### Clock distribution

The bar under the picture is 20 µm long.
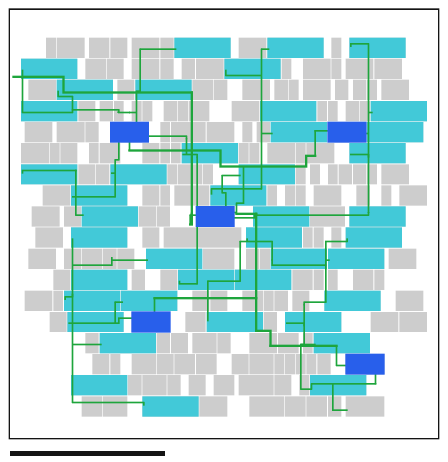
### Register map, names as in the netlist

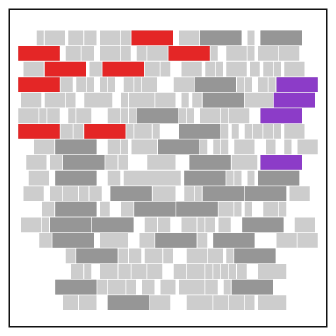
### Pin map

Pins as bars across the die edge, other pins in gray.
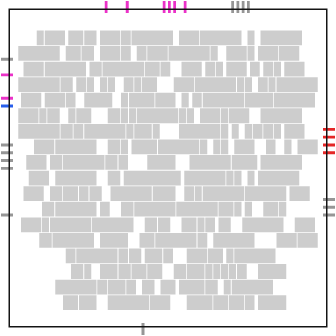
### Wiring by layer

The bar under the picture is 20 µm long.
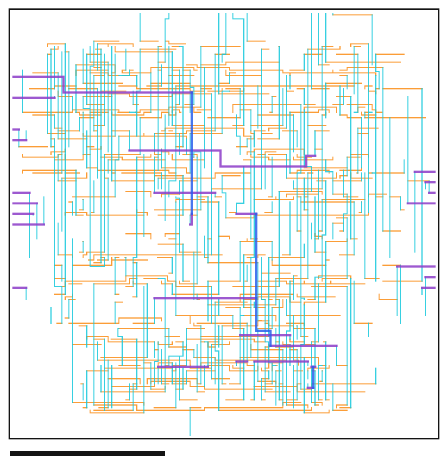
### Clock nets

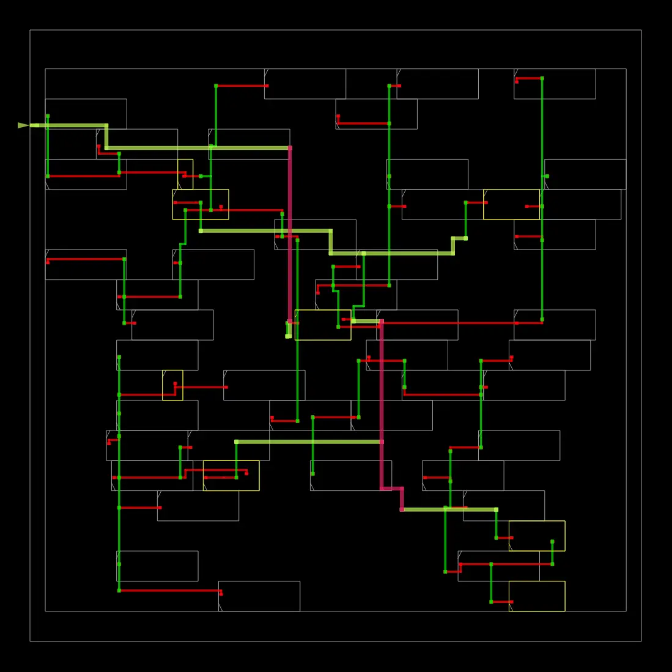
File: src/rtl/adder_operand_loader_pkg.sv
// Shared types and constants for the pad adder operand loader.
package adder_io_pkg;

    localparam int DEF_W           = 4;
    localparam int DEF_TIMEOUT     = 255;
    localparam int DEF_SYNC_STAGES = 2;
    localparam int CNT_W           = 8;

    typedef enum logic {
        IDLE   = 1'b0,
        WAIT_B = 1'b1
    } state_t;

endpackage

File: src/rtl/adder_operand_loader_if.sv
// Pad-side operand inputs and adder-side registered outputs of the loader.
interface adder_operand_loader_if
    import adder_io_pkg::*;
#(
    parameter int W = DEF_W
);
    logic [W-1:0]     nib_i;
    logic             stb_i;
    logic             clr_i;
    logic [W-1:0]     a_o;
    logic [W-1:0]     b_o;
    logic             op_valid_o;
    logic             busy_o;
    logic             timeout_o;
    logic [CNT_W-1:0] op_cnt_o;

    modport master (
        output nib_i, stb_i, clr_i,
        input  a_o, b_o, op_valid_o, busy_o, timeout_o, op_cnt_o
    );

    modport slave (
        input  nib_i, stb_i, clr_i,
        output a_o, b_o, op_valid_o, busy_o, timeout_o, op_cnt_o
    );
endinterface

File: src/rtl/adder_operand_loader_sync.sv
// Multi-flop synchronizer for asynchronous pad inputs with optional rising-edge detect.
module io_sync_edge #(
    parameter int               WIDTH   = 1,
    parameter int               STAGES  = 2,
    parameter logic [WIDTH-1:0] RST_VAL = '0,
    parameter bit               EDGE_EN = 1'b0
) (
    input  logic             clk,
    input  logic             rst_n,
    input  logic [WIDTH-1:0] din,
    output logic [WIDTH-1:0] dout,
    output logic             rise
);
    logic [STAGES-1:0][WIDTH-1:0] chain;

    // Shift the pad value through the chain; stage 0 is the metastability catcher.
    always_ff @(posedge clk) begin
        if (!rst_n) begin
            chain <= {STAGES{RST_VAL}};
        end else begin
            chain <= {chain[STAGES-2:0], din};
        end
    end

    assign dout = chain[STAGES-1];

    generate
        if (EDGE_EN) begin : g_edge
            logic [WIDTH-1:0] prev;

            // Previous value of the last stage, for rising-edge detection.
            always_ff @(posedge clk) begin
                if (!rst_n) begin
                    prev <= RST_VAL;
                end else begin
                    prev <= dout;
                end
            end

            assign rise = |(dout & ~prev);
        end else begin : g_no_edge
            assign rise = 1'b0;
        end
    endgenerate
endmodule

File: src/rtl/adder_operand_loader.sv
// Collects two strobed pad nibbles into a registered operand pair for the adder.
module adder_operand_loader
    import adder_io_pkg::*;
#(
    parameter int W           = DEF_W,
    parameter int SYNC_STAGES = DEF_SYNC_STAGES,
    parameter int TIMEOUT     = DEF_TIMEOUT
) (
    input  logic                   wb_clk_i,
    input  logic                   wb_rst_n,
    adder_operand_loader_if.slave  bus
);
    localparam int TMR_W = (TIMEOUT > 1) ? $clog2(TIMEOUT) : 1;
    localparam logic [TMR_W-1:0] TMR_LAST = TMR_W'(TIMEOUT - 1);

    logic             stb_sync;
    logic             stb_edge;
    logic [W-1:0]     nib_sync;
    logic             nib_rise_unused;

    state_t           state, state_n;
    logic [TMR_W-1:0] tmr, tmr_n;
    logic [W-1:0]     a_pend, a_pend_n;
    logic [W-1:0]     a_hold, a_hold_n;
    logic [W-1:0]     b_hold, b_hold_n;
    logic             valid, valid_n;
    logic             tout, tout_n;
    logic             busy;
    logic [CNT_W-1:0] cnt, cnt_n;

    // Strobe resets high so a strobe held through reset is not seen as an edge.
    io_sync_edge #(
        .WIDTH   (1),
        .STAGES  (SYNC_STAGES),
        .RST_VAL (1'b1),
        .EDGE_EN (1'b1)
    ) u_stb_sync (
        .clk  (wb_clk_i),
        .rst_n(wb_rst_n),
        .din  (bus.stb_i),
        .dout (stb_sync),
        .rise (stb_edge)
    );

    // Same depth as the strobe chain so the nibble lines up with the edge cycle.
    io_sync_edge #(
        .WIDTH   (W),
        .STAGES  (SYNC_STAGES),
        .RST_VAL ({W{1'b0}}),
        .EDGE_EN (1'b0)
    ) u_nib_sync (
        .clk  (wb_clk_i),
        .rst_n(wb_rst_n),
        .din  (bus.nib_i),
        .dout (nib_sync),
        .rise (nib_rise_unused)
    );

    // Next-state and output decode; priority is clear, then edge, then timeout.
    always_comb begin
        state_n  = state;
        tmr_n    = tmr;
        a_pend_n = a_pend;
        a_hold_n = a_hold;
        b_hold_n = b_hold;
        valid_n  = 1'b0;
        tout_n   = 1'b0;
        cnt_n    = cnt;

        if (bus.clr_i) begin
            state_n  = IDLE;
            tmr_n    = '0;
            a_pend_n = '0;
        end else begin
            case (state)
                IDLE: begin
                    if (stb_edge) begin
                        a_pend_n = nib_sync;
                        tmr_n    = '0;
                        state_n  = WAIT_B;
                    end
                end
                WAIT_B: begin
                    if (stb_edge) begin
                        a_hold_n = a_pend;
                        b_hold_n = nib_sync;
                        valid_n  = 1'b1;
                        cnt_n    = cnt + 1'b1;
                        state_n  = IDLE;
                    end else if (tmr == TMR_LAST) begin
                        tout_n  = 1'b1;
                        tmr_n   = '0;
                        state_n = IDLE;
                    end else begin
                        tmr_n = tmr + 1'b1;
                    end
                end
                default: begin
                    state_n = IDLE;
                end
            endcase
        end
    end

    // State, operand and status registers; everything returns to zero/IDLE on reset.
    always_ff @(posedge wb_clk_i) begin
        if (!wb_rst_n) begin
            state  <= IDLE;
            tmr    <= '0;
            a_pend <= '0;
            a_hold <= '0;
            b_hold <= '0;
            valid  <= 1'b0;
            tout   <= 1'b0;
            busy   <= 1'b0;
            cnt    <= '0;
        end else begin
            state  <= state_n;
            tmr    <= tmr_n;
            a_pend <= a_pend_n;
            a_hold <= a_hold_n;
            b_hold <= b_hold_n;
            valid  <= valid_n;
            tout   <= tout_n;
            busy   <= (state_n == WAIT_B);
            cnt    <= cnt_n;
        end
    end

    assign bus.a_o        = a_hold;
    assign bus.b_o        = b_hold;
    assign bus.op_valid_o = valid;
    assign bus.timeout_o  = tout;
    assign bus.busy_o     = busy;
    assign bus.op_cnt_o   = cnt;
endmodule
File: src/flat_wrapper.sv
// flat-port wrapper written by rule: the top's interface ports become plain ports
module adder_operand_loader_flat import adder_io_pkg::*;
#(
    parameter int W           = DEF_W,
    parameter int SYNC_STAGES = DEF_SYNC_STAGES,
    parameter int TIMEOUT     = DEF_TIMEOUT
)
  (wb_clk_i, wb_rst_n, bus_nib_i, bus_stb_i, bus_clr_i, bus_a_o, bus_b_o, bus_op_valid_o, bus_busy_o, bus_timeout_o, bus_op_cnt_o);
  adder_operand_loader_if #(.W(W)) bus_i ();
  input  logic wb_clk_i;
  input  logic wb_rst_n;
  input wire logic [$bits(bus_i.nib_i)-1:0] bus_nib_i;
  input wire logic [$bits(bus_i.stb_i)-1:0] bus_stb_i;
  input wire logic [$bits(bus_i.clr_i)-1:0] bus_clr_i;
  output wire logic [$bits(bus_i.a_o)-1:0] bus_a_o;
  output wire logic [$bits(bus_i.b_o)-1:0] bus_b_o;
  output wire logic [$bits(bus_i.op_valid_o)-1:0] bus_op_valid_o;
  output wire logic [$bits(bus_i.busy_o)-1:0] bus_busy_o;
  output wire logic [$bits(bus_i.timeout_o)-1:0] bus_timeout_o;
  output wire logic [$bits(bus_i.op_cnt_o)-1:0] bus_op_cnt_o;
  assign bus_i.nib_i = bus_nib_i;
  assign bus_i.stb_i = bus_stb_i;
  assign bus_i.clr_i = bus_clr_i;
  assign bus_a_o = bus_i.a_o;
  assign bus_b_o = bus_i.b_o;
  assign bus_op_valid_o = bus_i.op_valid_o;
  assign bus_busy_o = bus_i.busy_o;
  assign bus_timeout_o = bus_i.timeout_o;
  assign bus_op_cnt_o = bus_i.op_cnt_o;
  adder_operand_loader #(.W(W), .SYNC_STAGES(SYNC_STAGES), .TIMEOUT(TIMEOUT)) u_core (.wb_clk_i(wb_clk_i), .wb_rst_n(wb_rst_n), .bus(bus_i));
endmodule
File: config.mk
export PLATFORM = sky130hd
export DESIGN_NAME = adder_operand_loader_flat
export DESIGN_NICKNAME = d
export VERILOG_FILES = /design/src/rtl/adder_operand_loader_pkg.sv /design/src/rtl/adder_operand_loader_if.sv /design/src/rtl/adder_operand_loader_sync.sv /design/src/rtl/adder_operand_loader.sv /design/src/flat_wrapper.sv
export SDC_FILE = /design/constraint.sdc
export NUM_CORES = 1
export LEC_CHECK = 0
export CORE_UTILIZATION = 59
export CTS_BUF_LIST = sky130_fd_sc_hd__clkbuf_8
export CTS_CLUSTER_DIAMETER = 150
export DETAILED_ROUTE_END_ITERATION = 10
export GPL_TIMING_DRIVEN = 0
export PLACE_DENSITY = 0.95
export SLEW_MARGIN = 30
export SYNTH_ARGS = -nofsm -noshare
export SYNTH_HDL_FRONTEND = slang
export SYNTH_SLANG_ARGS = --single-unit
export TNS_END_PERCENT = 1
File: constraint.sdc
create_clock -name wb_clk_i -period 5 [get_ports wb_clk_i]
set_input_delay 0.5 -clock wb_clk_i [delete_from_list [all_inputs] [get_ports wb_clk_i]]
set_output_delay 0.5 -clock wb_clk_i [all_outputs]
set_load 0.05 [all_outputs]
==> GITHUB_STEP_SUMMARY <==
### Yosys + OpenROAD results

| Metric | Value |
|---|---|
| Status | complete, no violations |
| Dpl ws | around 2900 ps |
| R2r worst-path depth | 7 |
| Netlist cell types | 35 |
| Die footprint | approximately 3000 µm² |
| Post-synth top area cell | dfxtp_1 |
| Clk pwr share | 37.8% |
| CTS Sinks | roughly 42 |
| Sw Share | 21.3% |
| Top power group | sequential cells |
| RSZ-0062 raised after global routing | no |
| Cells after synthesis | 180 |
| Worst Slack Setup Final | 2880 ps |
| Vias per inst | 5.62 |
| Leak | 0.708 nW |
| Pint | 0.000458 W |
| Critical path arrival | 2330 ps |
| Yosys chip area | 1670 µm² |
| Critical path endpoint category | flop |
| CTS tree | built |
| Antenna Cells | 0 |
| Commonest Layout Cell | dfxtp_1 |
| Fraction of area in registers | around two fifths |
| Dominant register cell | dfxtp_1 |
| Highest metal used | met4 |
| FF-to-FF setup slack | 2880 ps |
| P_clk | between 0.0002 and 0.00025 W |
| Least-Margin Pin Slew | 507 ps |
| Largest cell class | sequential cells |
| Adder Area Share | around 3% |
| Finished Core Util | 80.2% |
| Worst hold path depth | 1 |
| Mapped Area | between 1500 and 2000 µm² |
| CP delay by family, top | simple AND/OR/NAND/NOR gates |
| Logic pwr share | 3.7% |
| Worst Hold Class | flop to flop |
| Setup bufs post-CTS | 0 |
| Vias in the first global route | 1321 |
| Worst Path Required | 5210 ps |
| Post-route insts no fill | 244 |
| Psw | 0.000124 W |
| Reg2reg start | u_core.u_stb_sync.dout |
-- 'Clock distribution' (at the start) --
flip-flops -> cyan  # count 42
clock wires -> green  # length 474 µm
cells driving clock nets -> blue  # count 5
flops lie = widely spread
routed clock nets = 6

-- 'Register map, names as in the netlist' (at the start) --
u_core.bus.op_cnt_o -> red  # sequential cells 8
u_core.bus.a_o -> purple  # sequential cells 4

-- 'Pin map' (at the start) --
bus_a_o -> red  # pins 4, direction output, edge right
bus_op_cnt_o -> magenta  # pins 8, direction output, edge 6 top, 2 left
wb_rst_n -> blue  # pins 1, direction input, edge left
all pins by edge = 10 top, 9 left, 7 right, 1 bottom
die y size: 55.2 µm
Port Buf Inserts: 26
die width: 55.2 µm

-- 'Wiring by layer' (at the start) --
met3 -> purple  # wire length 144 µm
met1 -> orange  # wire length 1480 µm
met4 -> blue  # wire length 37.2 µm
met2 -> cyan  # wire length 1930 µm
GRT Total Usage: 27.6%
DR WL/cell: 14.7 µm
vias post-DR: 1372

-- 'Clock nets' (at the start) --
flip-flops: 42
Late-Pin Clk Latency: 300 ps
Num CTS Buffers: 5

Power is estimated from default activity; no workload was simulated.
